==> src/rtl/nand_op_if.sv <==
// nand_op_if: bundles the request/response signals of nand_op_sequencer.
//   start  - request to begin an operation (master -> slave)
//   op     - operation select: 00 NOT a, 01 AND, 10 OR, 11 XOR
//   a, b   - operands, WIDTH bits each (b unused for NOT)
//   result - last completed result (slave -> master)
//   busy   - high while an operation is in progress
//   done   - one-cycle completion pulse
interface nand_op_if #(
    parameter int WIDTH = 16
);
    logic             start;
    logic [1:0]       op;
    logic [WIDTH-1:0] a;
    logic [WIDTH-1:0] b;
    logic [WIDTH-1:0] result;
    logic             busy;
    logic             done;

    modport master (
        output start, op, a, b,
        input  result, busy, done
    );

    modport slave (
        input  start, op, a, b,
        output result, busy, done
    );
endinterface

==> src/rtl/nand_op_sequencer.sv <==
// nand_op_sequencer: evaluates NOT/AND/OR/XOR on WIDTH-bit operands using a
// single shared bitwise NAND stage, one NAND per clock. Each operation takes
// op+1 cycles (NOT 1, AND 2, OR 3, XOR 4).
// Ports:
//   clk   - single clock, rising edge
//   reset - synchronous active-high reset
//   bus   - nand_op_if.slave: start/op/a/b in, result/busy/done out
module nand_op_sequencer #(
    parameter int WIDTH = 16
) (
    input  logic      clk,
    input  logic      reset,
    nand_op_if.slave  bus
);

    typedef enum logic {
        IDLE,
        STEP
    } state_t;

    state_t state;
    state_t state_next;

    logic [WIDTH-1:0] a_q;
    logic [WIDTH-1:0] b_q;
    logic [1:0]       op_q;
    logic [1:0]       step_k;
    logic [WIDTH-1:0] t0;
    logic [WIDTH-1:0] t1;
    logic [WIDTH-1:0] t2;
    logic [WIDTH-1:0] result_q;
    logic             done_q;

    logic [WIDTH-1:0] nand_x;
    logic [WIDTH-1:0] nand_y;
    logic [WIDTH-1:0] nand_out;
    logic             final_step;

    // The op encoding equals its step total minus one, so the final step is
    // reached when the step index matches the captured op.
    assign final_step = (step_k == op_q);

    // State register.
    always_ff @(posedge clk) begin
        if (reset) begin
            state <= IDLE;
        end else begin
            state <= state_next;
        end
    end

    // Next-state logic: accept only from IDLE, leave STEP after the final NAND.
    always_comb begin
        state_next = state;
        case (state)
            IDLE: if (bus.start) state_next = STEP;
            STEP: if (final_step) state_next = IDLE;
            default: state_next = IDLE;
        endcase
    end

    // Output logic: busy is purely the STEP state; done and result are registers.
    always_comb begin
        bus.busy   = (state == STEP);
        bus.done   = done_q;
        bus.result = result_q;
    end

    // Operand routing into the shared NAND stage for each op and step.
    always_comb begin
        nand_x = '0;
        nand_y = '0;
        case (op_q)
            2'd0: begin
                nand_x = a_q;
                nand_y = a_q;
            end
            2'd1: begin
                if (step_k == 2'd0) begin
                    nand_x = a_q;
                    nand_y = b_q;
                end else begin
                    nand_x = t0;
                    nand_y = t0;
                end
            end
            2'd2: begin
                case (step_k)
                    2'd0: begin
                        nand_x = a_q;
                        nand_y = a_q;
                    end
                    2'd1: begin
                        nand_x = b_q;
                        nand_y = b_q;
                    end
                    default: begin
                        nand_x = t0;
                        nand_y = t1;
                    end
                endcase
            end
            default: begin
                case (step_k)
                    2'd0: begin
                        nand_x = a_q;
                        nand_y = b_q;
                    end
                    2'd1: begin
                        nand_x = a_q;
                        nand_y = t0;
                    end
                    2'd2: begin
                        nand_x = b_q;
                        nand_y = t0;
                    end
                    default: begin
                        nand_x = t1;
                        nand_y = t2;
                    end
                endcase
            end
        endcase
    end

    assign nand_out = ~(nand_x & nand_y);

    // Datapath: capture on accept, then one NAND per cycle. Intermediate step k
    // always lands in temporary t<k>; the final step writes result and pulses done.
    always_ff @(posedge clk) begin
        if (reset) begin
            a_q      <= '0;
            b_q      <= '0;
            op_q     <= 2'd0;
            step_k   <= 2'd0;
            t0       <= '0;
            t1       <= '0;
            t2       <= '0;
            result_q <= '0;
            done_q   <= 1'b0;
        end else begin
            done_q <= 1'b0;
            if (state == IDLE) begin
                if (bus.start) begin
                    a_q    <= bus.a;
                    b_q    <= bus.b;
                    op_q   <= bus.op;
                    step_k <= 2'd0;
                end
            end else begin
                if (final_step) begin
                    result_q <= nand_out;
                    done_q   <= 1'b1;
                    step_k   <= 2'd0;
                end else begin
                    case (step_k)
                        2'd0:    t0 <= nand_out;
                        2'd1:    t1 <= nand_out;
                        default: t2 <= nand_out;
                    endcase
                    step_k <= 2'(step_k + 2'd1);
                end
            end
        end
    end

endmodule

==> src/flat_wrapper.sv <==
// flat-port wrapper written by rule: the top's interface ports become plain ports
module nand_op_sequencer_flat 
#(
    parameter int WIDTH = 16
)
  (clk, reset, bus_start, bus_op, bus_a, bus_b, bus_result, bus_busy, bus_done);
  nand_op_if #(.WIDTH(WIDTH)) bus_i ();
  input  logic clk;
  input  logic reset;
  input wire logic [$bits(bus_i.start)-1:0] bus_start;
  input wire logic [$bits(bus_i.op)-1:0] bus_op;
  input wire logic [$bits(bus_i.a)-1:0] bus_a;
  input wire logic [$bits(bus_i.b)-1:0] bus_b;
  output wire logic [$bits(bus_i.result)-1:0] bus_result;
  output wire logic [$bits(bus_i.busy)-1:0] bus_busy;
  output wire logic [$bits(bus_i.done)-1:0] bus_done;
  assign bus_i.start = bus_start;
  assign bus_i.op = bus_op;
  assign bus_i.a = bus_a;
  assign bus_i.b = bus_b;
  assign bus_result = bus_i.result;
  assign bus_busy = bus_i.busy;
  assign bus_done = bus_i.done;
  nand_op_sequencer #(.WIDTH(WIDTH)) u_core (.clk(clk), .reset(reset), .bus(bus_i));
endmodule
==> config.mk <==
export PLATFORM = sky130hd
export DESIGN_NAME = nand_op_sequencer_flat
export DESIGN_NICKNAME = d
export VERILOG_FILES = /design/src/rtl/nand_op_if.sv /design/src/rtl/nand_op_sequencer.sv /design/src/flat_wrapper.sv
export SDC_FILE = /design/constraint.sdc
export NUM_CORES = 1
export LEC_CHECK = 0
export CELL_PAD_IN_SITES_DETAIL_PLACEMENT = 0
export CELL_PAD_IN_SITES_GLOBAL_PLACEMENT = 2
export CORE_UTILIZATION = 30
export CTS_CLUSTER_SIZE = 20
export DETAILED_ROUTE_END_ITERATION = 10
export PLACE_DENSITY = 0.77
export SLEW_MARGIN = 0
export SYNTH_ARGS = -nofsm -noshare
export SYNTH_HDL_FRONTEND = slang
export SYNTH_SLANG_ARGS = --single-unit
==> constraint.sdc <==
create_clock -name clk -period 5.3 [get_ports clk]
set_input_delay 0.795 -clock clk [delete_from_list [all_inputs] [get_ports clk]]
set_output_delay 0.795 -clock clk [all_outputs]
set_load 0.02 [all_outputs]
Cells coloured by class:
(3 px per µm)
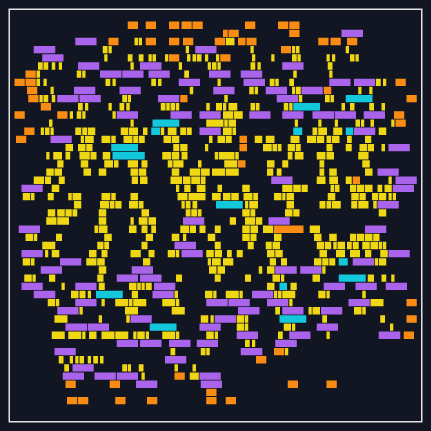
yellow -> combinational and other logic  # cells 505, share of their area 51%
orange -> other buffers and delay cells  # cells 62, share of their area 10%
cyan -> clock drivers and dummy loads  # cells 15, share of their area 4.9%
purple -> flops  # cells 102, share of their area 34%
CORE AREA: 17,500 µm²
final core utilization: 36.2%
post-route design area: 6350 µm²
Seq/total area: 32.2%

Cells by drive strength:
(3 px per µm)
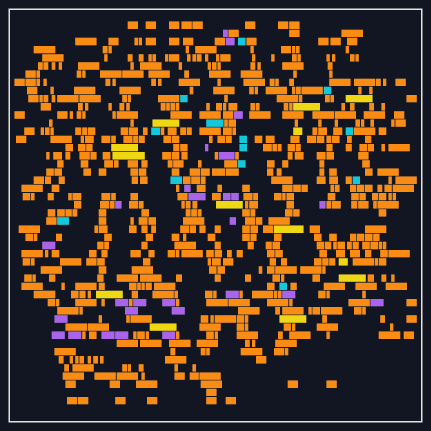
cyan -> _3 and _4 cells  # cells 13, share 1.9%
yellow -> _6 and larger  # cells 13, share 1.9%
purple -> _2 cells  # cells 27, share 3.9%
orange -> _0 and _1 cells  # cells 631, share 92%
Layout area overhead: 16.1%
Plain + repair buffers: 62
PnR worst setup slack: 1.88 ns

==> results.ini <==
[status]
status = completed

[worst_setup_path]
crit_slowest_cell = ha_2
crit_start = u_core.step_k[1]
r2r_slack_ns = 1.88
critical_path_class = flip-flop to flip-flop
cp_cell_sequence = inv_1 -> ha_2 -> buf_4 -> nand2b_1 -> a21o_1 -> a221o_1 -> and3_1 -> a211oi_2

[global_route]
gr-usage-met1_pct = 22.2
top_usage_layer = met2
overflow = 0
gr-usage-all-layers_pct = 19.1

[power_and_ir_drop]
p_leak_uw = 0.00223

[synthesis]
yosysMostFrequentCell = dfxtp_1
syn_area_um2 = 5470
synth-edff-count = 0
adder_share_pct = 0.916
netlist_instances = 671
aoi_share_pct = 37.1
ys_cells = 671
mux_area_share_pct = 0.183
ys_ff = 102
yosysWarnings = 0
postSynthAreaPerCell_um2 = 8.15

[cells_and_area]
fin_nets = 721
mostFrequentLayoutCells = dfxtp_1 (102), nand2_1 (87), clkdlybuf4s50_1 (53)
layout.cells.non_filler = 909
diodes = 0
drive_above_1_share_pct = 7.75

[floorplanning]
die_height_um = 137
num_io_pins = 55

[drt]
drt-total-wl_um = 17300
drtIter0Drc = 326
firstDrtPassIters = 5
routedWlPerCell_um = 19.1

[clocking]
cts_inserted_buffers = 9
cts.sinks = 102

[final_timing]
finalMaxSlewViolations = 0
finalHoldWorstSlack_ns = 0.449
finalHoldViolCount = 0
fin_tns_setup_ns = 0

[min_path]
hold_end = u_core.bus.result[10]
whs_path_depth = 2

[flow_run]
cap_violations = 0
warnings = 29

[place]
place_inst = 893
placed_area_um2 = 6020
preCtsSetupSlack_ns = 1.63

Cell placement:
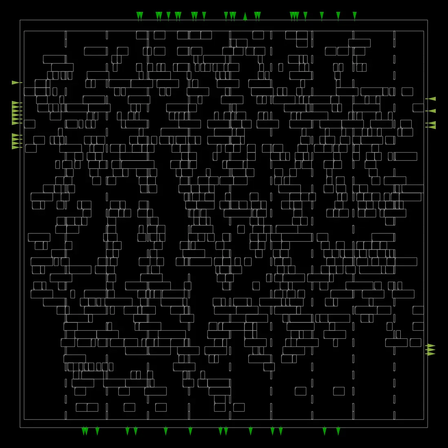
Filler cells: 1,840
registers: 102
Row Count: 48

critical path, delay by kind of cell, from the launching register on:
family | cells | cell delay (ns)
and+or+nand+nor | 2 | 0.34
DFF | 1 | 0.36
adders and majority gates | 1 | 0.95
AOI/OAI and AO/OA | 3 | 0.71
buffers and inverters | 2 | 0.98
power by group:
group	total [µW]	switching, µW	internal [µW]
combinational	308	177	131
clock	683	315	368
sequential	855	46.5	808
final cells by class:
cell class,instances,area [µm²],share of cell area (%)
clock buffers,9,225,3.55
clock inverters,6,71.3,1.12
inverters,21,78.8,1.24
multi-input cells,484,3030,47.8
flip-flops and latches,102,2040,32.2
well taps,225,282,4.43
repair buffers,62,616,9.70
per-layer routing:
metal  wire (µm)  part of all wire (%)
met1        7200                    42
met2        8960                    52
met3         659                   3.8
met4         526                   3.0
met5           0                     0
No activity file was given, so power comes from the tool's default toggle rates.
